**Run 1: I/O pins on the die edge**

Drawn at 4 px/µm. Pins as bars across the die edge, other pins in gray.
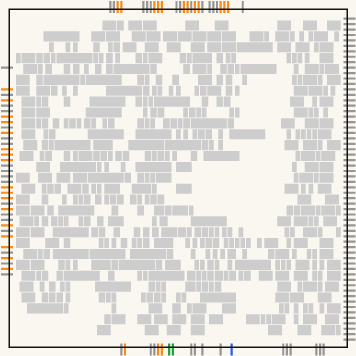
**Run 1: cell classes on the final placement**

Drawn at 3 px/µm.
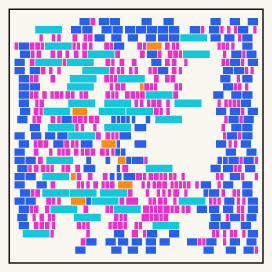
**Run 1: local utilization**

Drawn at 4 px/µm. 8 x 8 tiles, from black (low) to pale yellow (high), 0 to 100% covered.
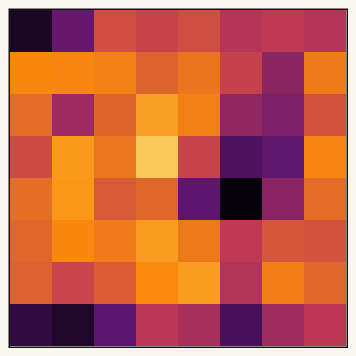
[config.mk]
export PLATFORM = sky130hd
export DESIGN_NAME = fetch_controller
export DESIGN_NICKNAME = d
export VERILOG_FILES = /design/src/rtl/fetch_ctrl_pkg.sv /design/src/rtl/dff_async_rst_en.sv /design/src/rtl/fetch_controller.sv
export SDC_FILE = /design/constraint.sdc
export NUM_CORES = 1
export LEC_CHECK = 0
export ABC_AREA = 1
export CORE_UTILIZATION = 35
export CTS_BUF_LIST = sky130_fd_sc_hd__clkbuf_8
export CTS_CLUSTER_SIZE = 28
export DETAILED_ROUTE_END_ITERATION = 6
export GPL_TIMING_DRIVEN = 0
export HOLD_SLACK_MARGIN = 0.02
export PLACE_DENSITY = 0.75
export SLEW_MARGIN = 30
export SYNTH_ARGS = -nofsm -noshare
export SYNTH_HDL_FRONTEND = slang
export SYNTH_SLANG_ARGS = --single-unit
[constraint.sdc]
create_clock -name clk -period 4.45 [get_ports clk]
set_input_delay 1.1125 -clock clk [delete_from_list [all_inputs] [get_ports clk]]
set_output_delay 1.1125 -clock clk [all_outputs]
set_load 0.02 [all_outputs]
[src/rtl/fetch_ctrl_pkg.sv]
// -----------------------------------------------------------------------------
// fetch_ctrl_pkg
// Shared types and constants for the instruction fetch controller.
//   fetch_state_t : controller FSM states
//   PC_SRC_SEQ    : PC mux select value meaning "sequential fetch"
//   is_redirect() : decodes the execute-stage PC mux select into a redirect flag
// -----------------------------------------------------------------------------
package fetch_ctrl_pkg;

  typedef enum logic [2:0] {
    IDLE    = 3'd0,
    REQ     = 3'd1,
    WAIT    = 3'd2,
    HOLD    = 3'd3,
    DISCARD = 3'd4
  } fetch_state_t;

  localparam logic [1:0] PC_SRC_SEQ = 2'b00;

  // Any non-sequential PC source means execute has redirected the fetch stream.
  function automatic logic is_redirect(input logic [1:0] pc_src);
    return (pc_src != PC_SRC_SEQ);
  endfunction

endpackage

[src/rtl/dff_async_rst_en.sv]
// -----------------------------------------------------------------------------
// dff_async_rst_en
// Enabled register with asynchronous active-high reset to zero.
// Used as the fetch hold buffer for an instruction returned while decode stalls.
//   clk : clock
//   rst : asynchronous active-high reset
//   en  : load enable
//   d   : data in
//   q   : registered data out
// -----------------------------------------------------------------------------
module dff_async_rst_en #(
  parameter int WIDTH = 32
) (
  input  logic             clk,
  input  logic             rst,
  input  logic             en,
  input  logic [WIDTH-1:0] d,
  output logic [WIDTH-1:0] q
);

  logic [WIDTH-1:0] r_q;

  // Storage register: load on enable, clear on reset.
  always_ff @(posedge clk or posedge rst) begin
    if (rst) begin
      r_q <= '0;
    end else if (en) begin
      r_q <= d;
    end else begin
      r_q <= r_q;
    end
  end

  assign q = r_q;

endmodule

[src/rtl/fetch_controller.sv]
// -----------------------------------------------------------------------------
// fetch_controller
// Sequences the fetch stage against a variable-latency handshaked instruction
// memory. One request is outstanding at most. Returned instructions go to the
// F/D register, are held while decode stalls, and responses made stale by an
// execute-stage redirect are drained and dropped.
//
// Ports:
//   clk            : clock, all state on rising edge
//   async_rst      : asynchronous active-high reset
//   PC_F           : current fetch PC
//   PC_source_E    : PC mux select, 2'b00 sequential, otherwise redirect
//   stall_D        : decode cannot accept an instruction this cycle
//   imem_req_valid : request valid
//   imem_req_ready : memory accepts request
//   imem_addr      : request address (PC_F)
//   imem_rsp_valid : one-cycle response pulse per accepted request
//   imem_rsp_data  : response instruction
//   instr_F        : instruction to F/D register
//   instr_valid_F  : instr_F valid this cycle
//   enable_fetch   : PC register load enable
//   flush_D        : clear F/D register at next edge
// All outputs are combinational from state and inputs.
// -----------------------------------------------------------------------------
module fetch_controller
  import fetch_ctrl_pkg::*;
#(
  parameter int PC_WIDTH    = 32,
  parameter int INSTR_WIDTH = 32
) (
  input  logic                   clk,
  input  logic                   async_rst,
  input  logic [PC_WIDTH-1:0]    PC_F,
  input  logic [1:0]             PC_source_E,
  input  logic                   stall_D,
  output logic                   imem_req_valid,
  input  logic                   imem_req_ready,
  output logic [PC_WIDTH-1:0]    imem_addr,
  input  logic                   imem_rsp_valid,
  input  logic [INSTR_WIDTH-1:0] imem_rsp_data,
  output logic [INSTR_WIDTH-1:0] instr_F,
  output logic                   instr_valid_F,
  output logic                   enable_fetch,
  output logic                   flush_D
);

  fetch_state_t           r_state;
  fetch_state_t           w_next_state;
  logic                   w_redirect;
  logic                   w_hold_en;
  logic [INSTR_WIDTH-1:0] w_hold_q;

  assign w_redirect = is_redirect(PC_source_E);

  // Hold buffer: captures a response that arrives while decode is stalled.
  dff_async_rst_en #(
    .WIDTH (INSTR_WIDTH)
  ) u_hold_buf (
    .clk (clk),
    .rst (async_rst),
    .en  (w_hold_en),
    .d   (imem_rsp_data),
    .q   (w_hold_q)
  );

  // State register.
  always_ff @(posedge clk or posedge async_rst) begin
    if (async_rst) begin
      r_state <= IDLE;
    end else begin
      r_state <= w_next_state;
    end
  end

  // Next-state and output decode.
  always_comb begin
    w_next_state   = r_state;
    w_hold_en      = 1'b0;
    imem_req_valid = 1'b0;
    imem_addr      = '0;
    instr_F        = '0;
    instr_valid_F  = 1'b0;
    enable_fetch   = 1'b0;
    flush_D        = 1'b0;

    case (r_state)
      IDLE: begin
        // Single post-reset cycle with all outputs quiet.
        w_next_state = REQ;
      end

      REQ: begin
        imem_req_valid = 1'b1;
        // Address tracks PC_F until accepted, so a redirect before acceptance
        // simply retargets the pending request.
        imem_addr      = PC_F;
        enable_fetch   = w_redirect;
        flush_D        = w_redirect;
        if (imem_req_ready) begin
          // Accepted in the redirect cycle: the address is the old PC, so its
          // response must be drained.
          w_next_state = w_redirect ? DISCARD : WAIT;
        end else begin
          w_next_state = REQ;
        end
      end

      WAIT: begin
        enable_fetch = w_redirect;
        flush_D      = w_redirect;
        if (imem_rsp_valid) begin
          if (w_redirect) begin
            w_next_state = REQ;
          end else begin
            instr_F       = imem_rsp_data;
            instr_valid_F = 1'b1;
            if (stall_D) begin
              w_hold_en    = 1'b1;
              w_next_state = HOLD;
            end else begin
              enable_fetch = 1'b1;
              w_next_state = REQ;
            end
          end
        end else if (w_redirect) begin
          w_next_state = DISCARD;
        end else begin
          w_next_state = WAIT;
        end
      end

      HOLD: begin
        enable_fetch = w_redirect;
        flush_D      = w_redirect;
        if (w_redirect) begin
          w_next_state = REQ;
        end else begin
          instr_F       = w_hold_q;
          instr_valid_F = 1'b1;
          if (!stall_D) begin
            enable_fetch = 1'b1;
            w_next_state = REQ;
          end else begin
            w_next_state = HOLD;
          end
        end
      end

      DISCARD: begin
        // Repeated redirects still move the PC; the stale response is dropped.
        enable_fetch = w_redirect;
        flush_D      = w_redirect;
        if (imem_rsp_valid) begin
          w_next_state = REQ;
        end else begin
          w_next_state = DISCARD;
        end
      end

      default: begin
        w_next_state = IDLE;
      end
    endcase
  end

endmodule

==> out/qor.yml, run 1 <==
status: "complete, but fails checks"
violations: "DRC"
ys_area_um2: 2360
ys_ff: 35
fin_crit_ns: 4.23
grt.total_usage_pct: 22.5
cp.required_ns: 3.34
drt_drc_violations_left: 31
maxSlewViolCount: 0
syn_area_per_cell_um2: 6.38
power_density_nw_per_um2: 345
clock_path_buffers: 2
cts_buffers: 5
openroad.warnings: 26
cts_setup_buffers: 0
grt_max_degree: 36
fin_skew_ns: 0.00591
worstPathArrival_ns: 3.11
fmax_mhz: 237
ios: 139
hold_viol: 0
area_growth_pct: 66.3
synth_cells: 370
ctsHoldBuffers: 0
setup_viol: 0
grt_pass1_wl_um: 12800
layout_top_cells: "clkdlybuf4s50_1 (138), nand2_1 (112), nand3_1 (103)"
drt_iter0_drc: 181
syn_area_um2: 2360
finalSetupTns_ns: 0
placedInstanceArea_um2: 3840
fillers: 586
clock.latency.late_pin_ns: 0.30
nNetsFinal: 586
cp_max_fo: 10
root_buffer: "clkbuf_8"
n_antenna_cell: 0
finalCritPeriodShare_pct: 95.0
clkSlewWorstSetupHoldPaths_ns: 0.07
dr.pass1.iters: 6
criticalPathCategory: "input pin to output pin"
ir_worst_vdd_v: 0.000176
routed_wl_um: 7750
rsz0062_at_grt: "no"
ys_cells: 370
layout_top_cell: "clkdlybuf4s50_1"
cts.sinks: 35
routedWlPerCell_um: 13.1
final_antenna_net_count: 0
grt_pass1_vias: 2722
topCellsByArea: "dfrtp_1 (37%), nand3_1 (22%), nand2_1 (18%)"
cts_tree: "yes"
die-area_um2: 7070
ys_seq_share_pct: 37.1
overflow: 0
vias: 2916
synth_warnings: 0
fp_nets: 441
cts_htree_levels: 2
viasPerCell: 4.92
hold_class: "register to register"
critPathCaptureType: "output pin"
top_area_cell: "dfrtp_1"
setup.worst_path.start_class: "input pin"
place_hpwl_um: 5840
tightest_slew_ns: 0.733
drive_gt1_share_pct: 7.36
ys_types: 17
leakage_nw: 2.03
slew_headroom_pct: 51.1
ctsResizeCount: 0
antenna_found_initial: 0
drv_cap: 0
gp_congestion: 0.818
yosys.area.top_type_share_pct: 37.1
-- 'I/O pins on the die edge' (at the start) --
color	port	pins	direction	edge
orange	instr_F	32	output	17 left, 12 top, 3 bottom
green	PC_source_E	2	input	bottom
blue	imem_req_ready	1	input	bottom
all pins by edge	60 right, 35 left, 25 top, 19 bottom
Die X-Extent: 84.1 µm
die height: 84.1 µm
I/O Buffers: 138

-- 'cell classes on the final placement' (at the start) --
color	class	cells	share of their area
magenta	combinational and other logic	309	34%
cyan	sequential cells	35	23%
blue	remaining buffers and delay cells	164	40%
orange	clock drivers and dummy loads	8	2.2%
fraction of area in registers: 22.3%
# rows: 29
Non-Filler Cell Area, Final: 3930 µm²
Layout Utilization: 61.1%

-- 'local utilization' (at the start) --
mean over tiles	54%
tiles over 75% full	9.4%
fullest tile	88%
nearly empty tiles	1.6%
Starting Density: 36.7%
Core Box Area: 6420 µm²

## run 1: Yosys cell counts
master and n:
nand2_1 112, nand3_1 103, nor2_1 43, inv_1 38, dfrtp_1 35, buf_2 14
buf_6 7, clkbuf_1 5, inv_2 3, nand2_2 2, nor2_2 2, a211oi_1 1
a21oi_1 1, nand4_1 1, nor2_4 1, nor3_1 1, o21ai_0 1
## run 1: state kept, by name, indices dropped and copies added (netlist names)
| name | cells |
|---|---|
| r_state | 3 |
| u_hold_buf.q | 32 |
## run 1: worst paths after layout
kind	end	slack (ns)	startpoint	cells after the start
min reg2reg	u_hold_buf.q[6]	0.48	u_hold_buf.q[6]	2
max in group asynchronous	u_hold_buf.q[4]	2.72	async_rst	2
min in group asynchronous	u_hold_buf.q[26]	1.25	async_rst	2
min	u_hold_buf.q[6]	0.48	u_hold_buf.q[6]	2
max reg2reg	u_hold_buf.q[30]	3.09	r_state[2]	7
max	instr_F[18]	0.22	PC_source_E[1]	7
## run 1: logic make-up after synthesis
logic type      share of synthesized area, %
simple gates                            48.5
buf+inv                                 13.6
compound gates                         0.742
flops                                   37.1
## run 1: per-stage QoR
| step | hold slack, ns | std cells | total power, mW | worst slack [ns] |
|---|---|---|---|---|
| after floorplan | 0.443 | 370 | 0.774 | 1.35 |
| after global placement | 0.454 | 585 | 1.12 | 0.122 |
| after detailed placement | 0.460 | 585 | 1.13 | 0.120 |
| after CTS | 0.478 | 593 | 1.36 | 0.108 |
| after global routing | 0.492 | 593 | 1.43 | 0.0746 |
| final | 0.477 | 593 | 1.35 | 0.224 |
## run 1: layout make-up
class | instances | area (µm²) | area share [%]
multi-input cells | 268 | 1160 | 29.7
clock buffers | 5 | 68.8 | 1.75
well taps | 77 | 96.3 | 2.45
inverters | 41 | 154 | 3.92
clock inverters | 3 | 16.3 | 0.414
plain buffers | 26 | 168 | 4.27
flip-flops and latches | 35 | 876 | 22.3
repair buffers | 138 | 1380 | 35.2
## run 1: where the power goes
part           total (mW)  internal (mW)  switching (mW)
sequential          0.399          0.363          0.0356
combinational       0.721          0.326           0.395
clock               0.233          0.107           0.126
## run 1: worst max-delay path: stages
cell and delay (ns):
clkdlybuf4s50_1 0.43, nor2_2 0.24, buf_2 0.28, buf_2 0.26
nand3_1 0.10, nand2_1 0.08, clkdlybuf4s50_1 0.61
## run 1: metal layers
metal  track usage (%)  vias to the layer above  part of all wire (%)
met2              37.8                      156                    47
met1              28.2                     1297                    40
li1                  -                     1448                     -
met3              5.14                       15                    11
met4              8.46                        0                   2.1
met5                 0                        -                     0
**Run 1: wiring by layer**

Drawn at 3 px/µm.
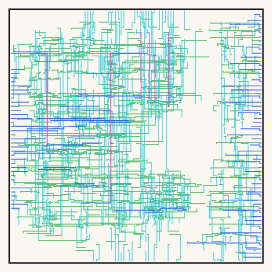

--- run 2 (diff from run 1) ---
- PLACE_DENSITY: 0.75 -> 0.73
- SYNTH_HIERARCHICAL: unset -> 1
**Run 2: wiring by layer**

Drawn at 3 px/µm.
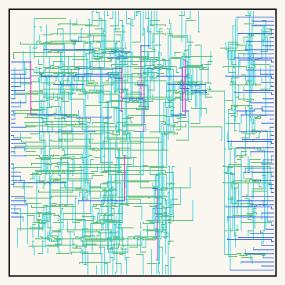
color	layer	wire length
cyan	metal 2	4050 µm
green	metal 1	3110 µm
magenta	metal 4	137 µm
blue	metal 3	827 µm
vias after detailed routing: 2903
GRT Overall Usage: 21.3%
wire per inst: 13.2 µm

==> run 2 against run 1 <==
The run now ends clean. Via count fell by 0.45%. Setup slack got worse by 0.042 ns. Count of clock-buffer cells in the layout rose by 1. Global-route usage fell by 1.2 points. Routed wire length rose by 4.7%. Critical path depth did not move. Clock power rose by 2%. Register-to-register slack got worse by 0.15 ns. Largest cell class unchanged.
==> out/qor.yml, run 2 <==
status: "completed"  # was complete, but fails checks
totalPowerFinal_mw: 1.39  # was 1.35 mW
syn_area_per_cell_um2: 7.04  # was 6.38 µm²
ys_ff: 35  # unchanged
fmax_mhz: 234  # was 237 MHz
critPathCaptureType: "output pin"  # unchanged
slew_headroom_pct: 53.5  # was 51.1%
dr.pass1.iters: 4  # was 6
layout_top_cell: "clkdlybuf4s50_1"  # unchanged
grt_pass1_vias: 2724  # was 2722
openroad.warnings: 26  # unchanged
ir_worst_vdd_v: 0.000107  # was 0.000176 V
fp_nets: 442  # was 441
core_area_um2: 7210  # was 6420 µm²
ys_types: 25  # was 17
gp_congestion: 0.803  # was 0.818
clock_path_buffers: 2  # unchanged
fin_area_um2: 4200  # was 3930 µm²
cp.buffers_inverters: 4  # unchanged
dpl.cell_count: 607  # was 585
post-route-util_pct: 58.2  # was 61.1%
tightest_slew_ns: 0.697  # was 0.733 ns
die-area_um2: 7810  # was 7070 µm²
grt_max_degree: 33  # was 36
whs_ns: 0.475  # was 0.477 ns
place_hpwl_um: 6320  # was 5840 µm
drv_cap: 0  # unchanged
nNetsFinal: 586  # unchanged
leakage_nw: 1.97  # was 2.03 nW
synth_warnings: 6  # was 0
fin_crit_ns: 4.27  # was 4.23 ns
grt_pass1_wl_um: 12800  # about the same
cp_max_fo: 10  # unchanged
cp.required_ns: 3.34  # about the same
clkSlewWorstSetupHoldPaths_ns: 0.07  # about the same
antenna_found_initial: 0  # unchanged
synth.most_common_cell: "nand2_1"  # unchanged
ys_area_um2: 2610  # was 2360 µm²
placedInstanceArea_um2: 4110  # was 3840 µm²
largest_reg_flops: 32  # unchanged
drt_iter0_drc: 131  # was 181
criticalPathCategory: "input pin to output pin"  # unchanged
setup.worst_path.start_class: "input pin"  # unchanged
synth_cells: 371  # was 370
ys_seq_share_pct: 33.5  # was 37.1%
fin_cells: 614  # was 593
edf_count: 0  # unchanged
drive_gt1_share_pct: 16.5  # was 7.36%
finalCritPeriodShare_pct: 95.9  # was 95.0%
root_buffer: "clkbuf_8"  # unchanged
clock.latency.late_pin_ns: 0.29  # was 0.30 ns
cts_buffers: 5  # unchanged
async_flop_share_pct: 100  # unchanged
syn_area_um2: 2610  # was 2360 µm²
ys_cells: 371  # was 370
initial_utilization_pct: 36.2  # was 36.7%
drt_drc_violations_left: 0  # was 31
hold_viol: 0  # unchanged
ios: 139  # unchanged
worstPathArrival_ns: 3.16  # was 3.11 ns
critPathTopFamily: "buffers and inverters"  # unchanged
power_density_nw_per_um2: 332  # was 345 nW/µm²
fillers: 673  # was 586
ctsResizeCount: 0  # unchanged
fin_ws_ns: 0.182  # was 0.224 ns
cts_htree_levels: 2  # unchanged
overflow: 0  # unchanged
setup_viol: 0  # unchanged
cts_tree: "yes"  # unchanged
yosys-top-cells-count: "nand2_1 (102), nand3_1 (68), inv_1 (41)"  # was nand2_1 (112), nand3_1 (103), nor2_1 (43)
fin_skew_ns: 0.00207  # was 0.00591 ns
rows: 31  # was 29
routed_wl_um: 8120  # was 7750 µm
rsz0062_at_grt: "no"  # unchanged
cpPeakStageDelay_ns: 0.62  # was 0.61 ns
fp.dieH_um: 88.4  # was 84.1 µm
final_antenna_net_count: 0  # unchanged
dp_slack_ns: 0.192  # was 0.120 ns
cts_setup_buffers: 0  # unchanged
cts.sinks: 35  # unchanged
layout_top_cells: "clkdlybuf4s50_1 (137), nand2_1 (102), nand3_1 (68)"  # was clkdlybuf4s50_1 (138), nand2_1 (112), nand3_1 (103)
area_growth_pct: 60.6  # was 66.3%
dieWidth_um: 88.4  # was 84.1 µm
port_buffers: 137  # was 138
maxSlewViolCount: 0  # unchanged
crit_path_frequent_cell: "clkdlybuf4s50_1"
n_antenna_cell: 0  # unchanged
top_area_cell: "dfrtp_1"  # unchanged
cp_slowest_cell: "clkdlybuf4s50_1"  # unchanged
path_cells: "clkdlybuf4s50_1, nor2_2, buf_2, buf_4, nand3_1, o21ai_2, clkdlybuf4s50_1"  # was clkdlybuf4s50_1, nor2_2, buf_2, buf_2, nand3_1, nand2_1, clkdlybuf4s50_1
finalSetupTns_ns: 0  # unchanged
flop_cell: "dfrtp_1"  # unchanged
yosys.area.top_type_share_pct: 33.5  # was 37.1%
hold_class: "register to register"  # unchanged
topCellsByArea: "dfrtp_1 (34%), nand2_1 (15%), nand3_1 (13%)"  # was dfrtp_1 (37%), nand3_1 (22%), nand2_1 (18%)
viasPerCell: 4.73  # was 4.92
ctsHoldBuffers: 0  # unchanged
run 2: cell count changes after synthesis, moves of 3 or more:
cell and delta:
clkbuf_1 -3, inv_1 +3, nand2_2 +8, clkbuf_8 +3
nand3_1 -35, nor2_1 -4, buf_2 -4, nand2_1 -10
nand3_2 +4, o21ai_2 +30
run 2: cells by family after synthesis:
kind of cell           share of synthesized area [%]
and+or+nand+nor                                 39.6
buffers and inverters                           15.8
DFF                                             33.5
AOI/OAI and AO/OA                               11.1
run 2: path summary, 6_finish.rpt:
kind                                     to              from  cells after the start  slack, ns
max                             instr_F[16]    PC_source_E[1]                      7       0.18
min                        u_hold_buf/q[19]  u_hold_buf/q[19]                      2       0.47
max reg2reg                u_hold_buf/q[18]        r_state[1]                      9       2.94
min reg2reg                u_hold_buf/q[19]  u_hold_buf/q[19]                      2       0.47
max in group asynchronous  u_hold_buf/q[21]         async_rst                      2       2.71
min in group asynchronous        r_state[2]         async_rst                      2       1.05
run 2: area by class of cell:
| class | instances | area (µm²) | area share (%) |
|---|---|---|---|
| sequential | 35 | 876 | 20.9 |
| timing repair buffer | 137 | 1370 | 32.7 |
| clock buffer | 6 | 82.6 | 1.97 |
| clock inverter | 1 | 5.00 | 0.119 |
| multi-input combinational | 264 | 1330 | 31.6 |
| inverter | 45 | 176 | 4.21 |
| buffer | 27 | 235 | 5.61 |
| tap | 99 | 124 | 2.95 |
run 2: routing by layer:
metal / global-route usage (%) / vias up / wire length [µm]
met4: 7.48 / 0 / 136
met1: 24.5 / 1290 / 3110
met2: 39.1 / 150 / 4050
met3: 4.01 / 16 / 826
li1: - / 1447 / -
met5: 0 / - / 0
run 2: worst register-to-register path, cell delays in order, from the launching register on:
cell and delay [ns]:
dfrtp_1 0.43, inv_1 0.10, nor2_1 0.14, nand3_1 0.13, nor2_1 0.14, buf_6 0.16, inv_8 0.05, buf_6 0.14
nand2_1 0.06, nand2_1 0.05
run 2: power by group:
part           switching (mW)  total (mW)  internal, mW
logic                   0.417       0.753         0.336
registers              0.0402       0.404         0.363
clock network           0.116       0.238         0.121
total                   0.573        1.39         0.821
--- run 3 (diff from run 2) ---
==> constraint.sdc (replaced) <==
create_clock -name clk -period 4.45 [get_ports clk]
set_input_delay 1.1125 -clock clk [delete_from_list [all_inputs] [get_ports clk]]
set_output_delay 1.1125 -clock clk [all_outputs]
set_load 0.005 [all_outputs]
**Run 3: clock wiring as the flow saved it**

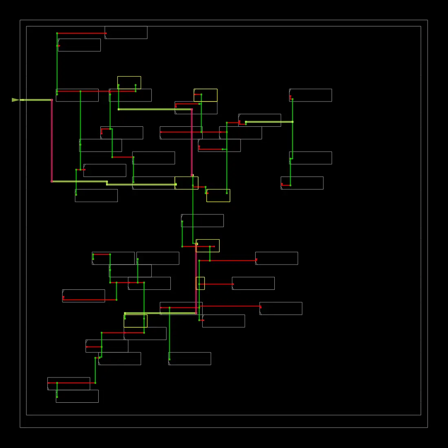
cts bufs inserted: 5
# clock sinks: 35
Seq cells: 35

==> run 3 against run 2 <==
Fmax up 2.5%. Critical path depth unchanged. Combinational power down 18%. Die area unchanged. Routed wire length unchanged. Sequential share of layout area unchanged. Final area unchanged. Utilization unchanged. Synthesized cell count unchanged. Flip-flop count unchanged. Count of clock-buffer cells in the layout unchanged. Largest cell class unchanged.
==> out/qor.yml, run 3 <==
status: "completed"  # unchanged
vias: 2903  # unchanged
ys_ff: 35  # unchanged
cts_setup_buffers: 0  # unchanged
cp.required_ns: 3.34  # about the same
top_area_cell: "dfrtp_1"  # unchanged
clock_path_buffers: 2  # unchanged
grt_busiest_layer: "met2"  # unchanged
synth_cells: 371  # unchanged
power_density_nw_per_um2: 299  # was 332 nW/µm²
flop_area_um2: 876  # unchanged
hold_viol: 0  # unchanged
ys_area_um2: 2610  # unchanged
initial_utilization_pct: 36.2  # unchanged
fp.dieH_um: 88.4  # unchanged
ys_cells: 371  # unchanged
cts_tree: "yes"  # unchanged
routed_wl_um: 8120  # unchanged
fin_crit_ns: 4.16  # was 4.27 ns
synth_warnings: 6  # unchanged
layout_top_cell: "clkdlybuf4s50_1"  # unchanged
fin_cells: 614  # unchanged
hold_class: "register to register"  # unchanged
n_antenna_cell: 0  # unchanged
dpl.cell_count: 607  # unchanged
antenna_found_initial: 0  # unchanged
fp_nets: 442  # unchanged
cp_max_fo: 10  # unchanged
syn_area_um2: 2610  # unchanged
final_antenna_net_count: 0  # unchanged
clkSlewWorstSetupHoldPaths_ns: 0.07  # about the same
routedWlPerCell_um: 13.2  # unchanged
ys_types: 25  # unchanged
rows: 31  # unchanged
cts_htree_levels: 2  # unchanged
largest_reg_flops: 32  # unchanged
fmax_mhz: 240  # was 234 MHz
drv_cap: 0  # unchanged
ir_worst_vdd_v: 0.000106  # was 0.000107 V
topCellsByArea: "dfrtp_1 (34%), nand2_1 (15%), nand3_1 (13%)"  # unchanged
finalSetupTns_ns: 0  # unchanged
use_met3_pct: 4.01  # unchanged
flop_cell: "dfrtp_1"  # unchanged
logic_area_um2: 1330  # unchanged
edf_count: 0  # unchanged
nNetsFinal: 586  # unchanged
clock.latency.late_pin_ns: 0.29  # about the same
port_buffers: 137  # unchanged
drt_iter0_drc: 131  # unchanged
fin_skew_ns: 0.00207  # unchanged
ctsResizeCount: 0  # unchanged
critPathCaptureType: "output pin"  # unchanged
ctsHoldBuffers: 0  # unchanged
area_growth_pct: 60.6  # unchanged
grt_pass1_vias: 2724  # unchanged
grt_pass1_wl_um: 12800  # unchanged
worstPathArrival_ns: 3.05  # was 3.16 ns
gp_congestion: 0.803  # unchanged
openroad.warnings: 26  # unchanged
tightest_slew_ns: 0.697  # unchanged
finalCritPeriodShare_pct: 93.6  # was 95.9%
maxSlewViolCount: 0  # unchanged
dr.pass1.iters: 4  # unchanged
synth.most_common_cell: "nand2_1"  # unchanged
layout_top_cells: "clkdlybuf4s50_1 (137), nand2_1 (102), nand3_1 (68)"  # unchanged
overflow: 0  # unchanged
grtUsageMet1_pct: 24.5  # unchanged
root_buffer: "clkbuf_8"  # unchanged
viasPerCell: 4.73  # unchanged
fillers: 673  # unchanged
drive_gt1_share_pct: 16.5  # unchanged
ys_seq_share_pct: 33.5  # unchanged
async_flop_share_pct: 100  # unchanged
grtUsageMet2_pct: 39.1  # unchanged
grt.total_usage_pct: 21.3  # unchanged
grt_max_degree: 33  # unchanged
leakage_nw: 1.97  # unchanged
drt_drc_violations_left: 0  # unchanged
die-area_um2: 7810  # unchanged
setup.worst_path.start_class: "input pin"  # unchanged
dieWidth_um: 88.4  # unchanged
core_area_um2: 7210  # unchanged
yosys.area.top_type_share_pct: 33.5  # unchanged
syn_area_per_cell_um2: 7.04  # unchanged
slew_headroom_pct: 53.5  # unchanged
yosys-top-cells-count: "nand2_1 (102), nand3_1 (68), inv_1 (41)"  # unchanged
place_hpwl_um: 6320  # unchanged
setup_viol: 0  # unchanged
criticalPathCategory: "input pin to output pin"  # unchanged
rsz0062_at_grt: "no"  # unchanged
ios: 139  # unchanged
run 3: cell counts after synthesis:
No cell type changed its count.
run 3: worst max-delay path, stage by stage:
cell and delay [ns]:
clkdlybuf4s50_1 0.43, nor2_2 0.27, buf_2 0.30, buf_4 0.23
nand3_1 0.11, o21ai_2 0.08, clkdlybuf4s50_1 0.52
run 3: cells by family (layout without fill, tap and decap cells):
group,Yosys count,count (layout),synth area share (%)
AOI/OAI and AO/OA,35,35,11.1
buffers and inverters,72,216,15.8
DFF,35,35,33.5
and+or+nand+nor,229,229,39.6
run 3: worst paths after layout:
check,cells after the start,endpoint,slack (ns),from
max in group asynchronous,2,u_hold_buf/q[21],2.71,async_rst
min reg2reg,2,u_hold_buf/q[19],0.47,u_hold_buf/q[19]
max reg2reg,9,u_hold_buf/q[18],2.94,r_state[1]
min in group asynchronous,2,r_state[2],1.05,async_rst
max,7,instr_F[16],0.29,PC_source_E[1]
min,2,u_hold_buf/q[19],0.47,u_hold_buf/q[19]
run 3: metal layers:
| layer | up-vias | part of all wire [%] |
|---|---|---|
| met5 | - | 0 |
| met4 | 0 | 1.7 |
| met3 | 16 | 10 |
| met2 | 150 | 50 |
| met1 | 1290 | 38 |
| li1 | 1447 | - |
run 3: per-stage QoR:
stage | hold slack (ns) | util, % | cell area [µm²] | total power, mW | worst slack (ns)
2_1_floorplan | 0.443 | - | 2610 | 0.665 | 1.55
3_3_place_gp | 0.454 | 56.9 | 4110 | 1.02 | 0.264
3_5_place_dp | 0.459 | 56.9 | 4110 | 1.03 | 0.295
4_1_cts | 0.476 | 58.2 | 4200 | 1.27 | 0.278
5_1_grt | 0.493 | 58.2 | 4200 | 1.34 | 0.169
6_report | 0.475 | 58.2 | 4200 | 1.26 | 0.285
run 3: report_power, final:
group	leakage, nW	switching, mW	total, mW	internal [mW]
logic	1.44	0.281	0.614	0.333
clock network	0.0470	0.116	0.238	0.121
registers	0.482	0.0402	0.404	0.363
total	1.97	0.437	1.25	0.818
run 3: layout make-up:
class / instances / area share, %
timing repair buffer: 137 / 32.7
multi-input combinational: 264 / 31.6
sequential: 35 / 20.9
buffer: 27 / 5.61
inverter: 45 / 4.21
tap: 99 / 2.95
clock buffer: 6 / 1.97
clock inverter: 1 / 0.119
Power is estimated from default activity; no workload was simulated.
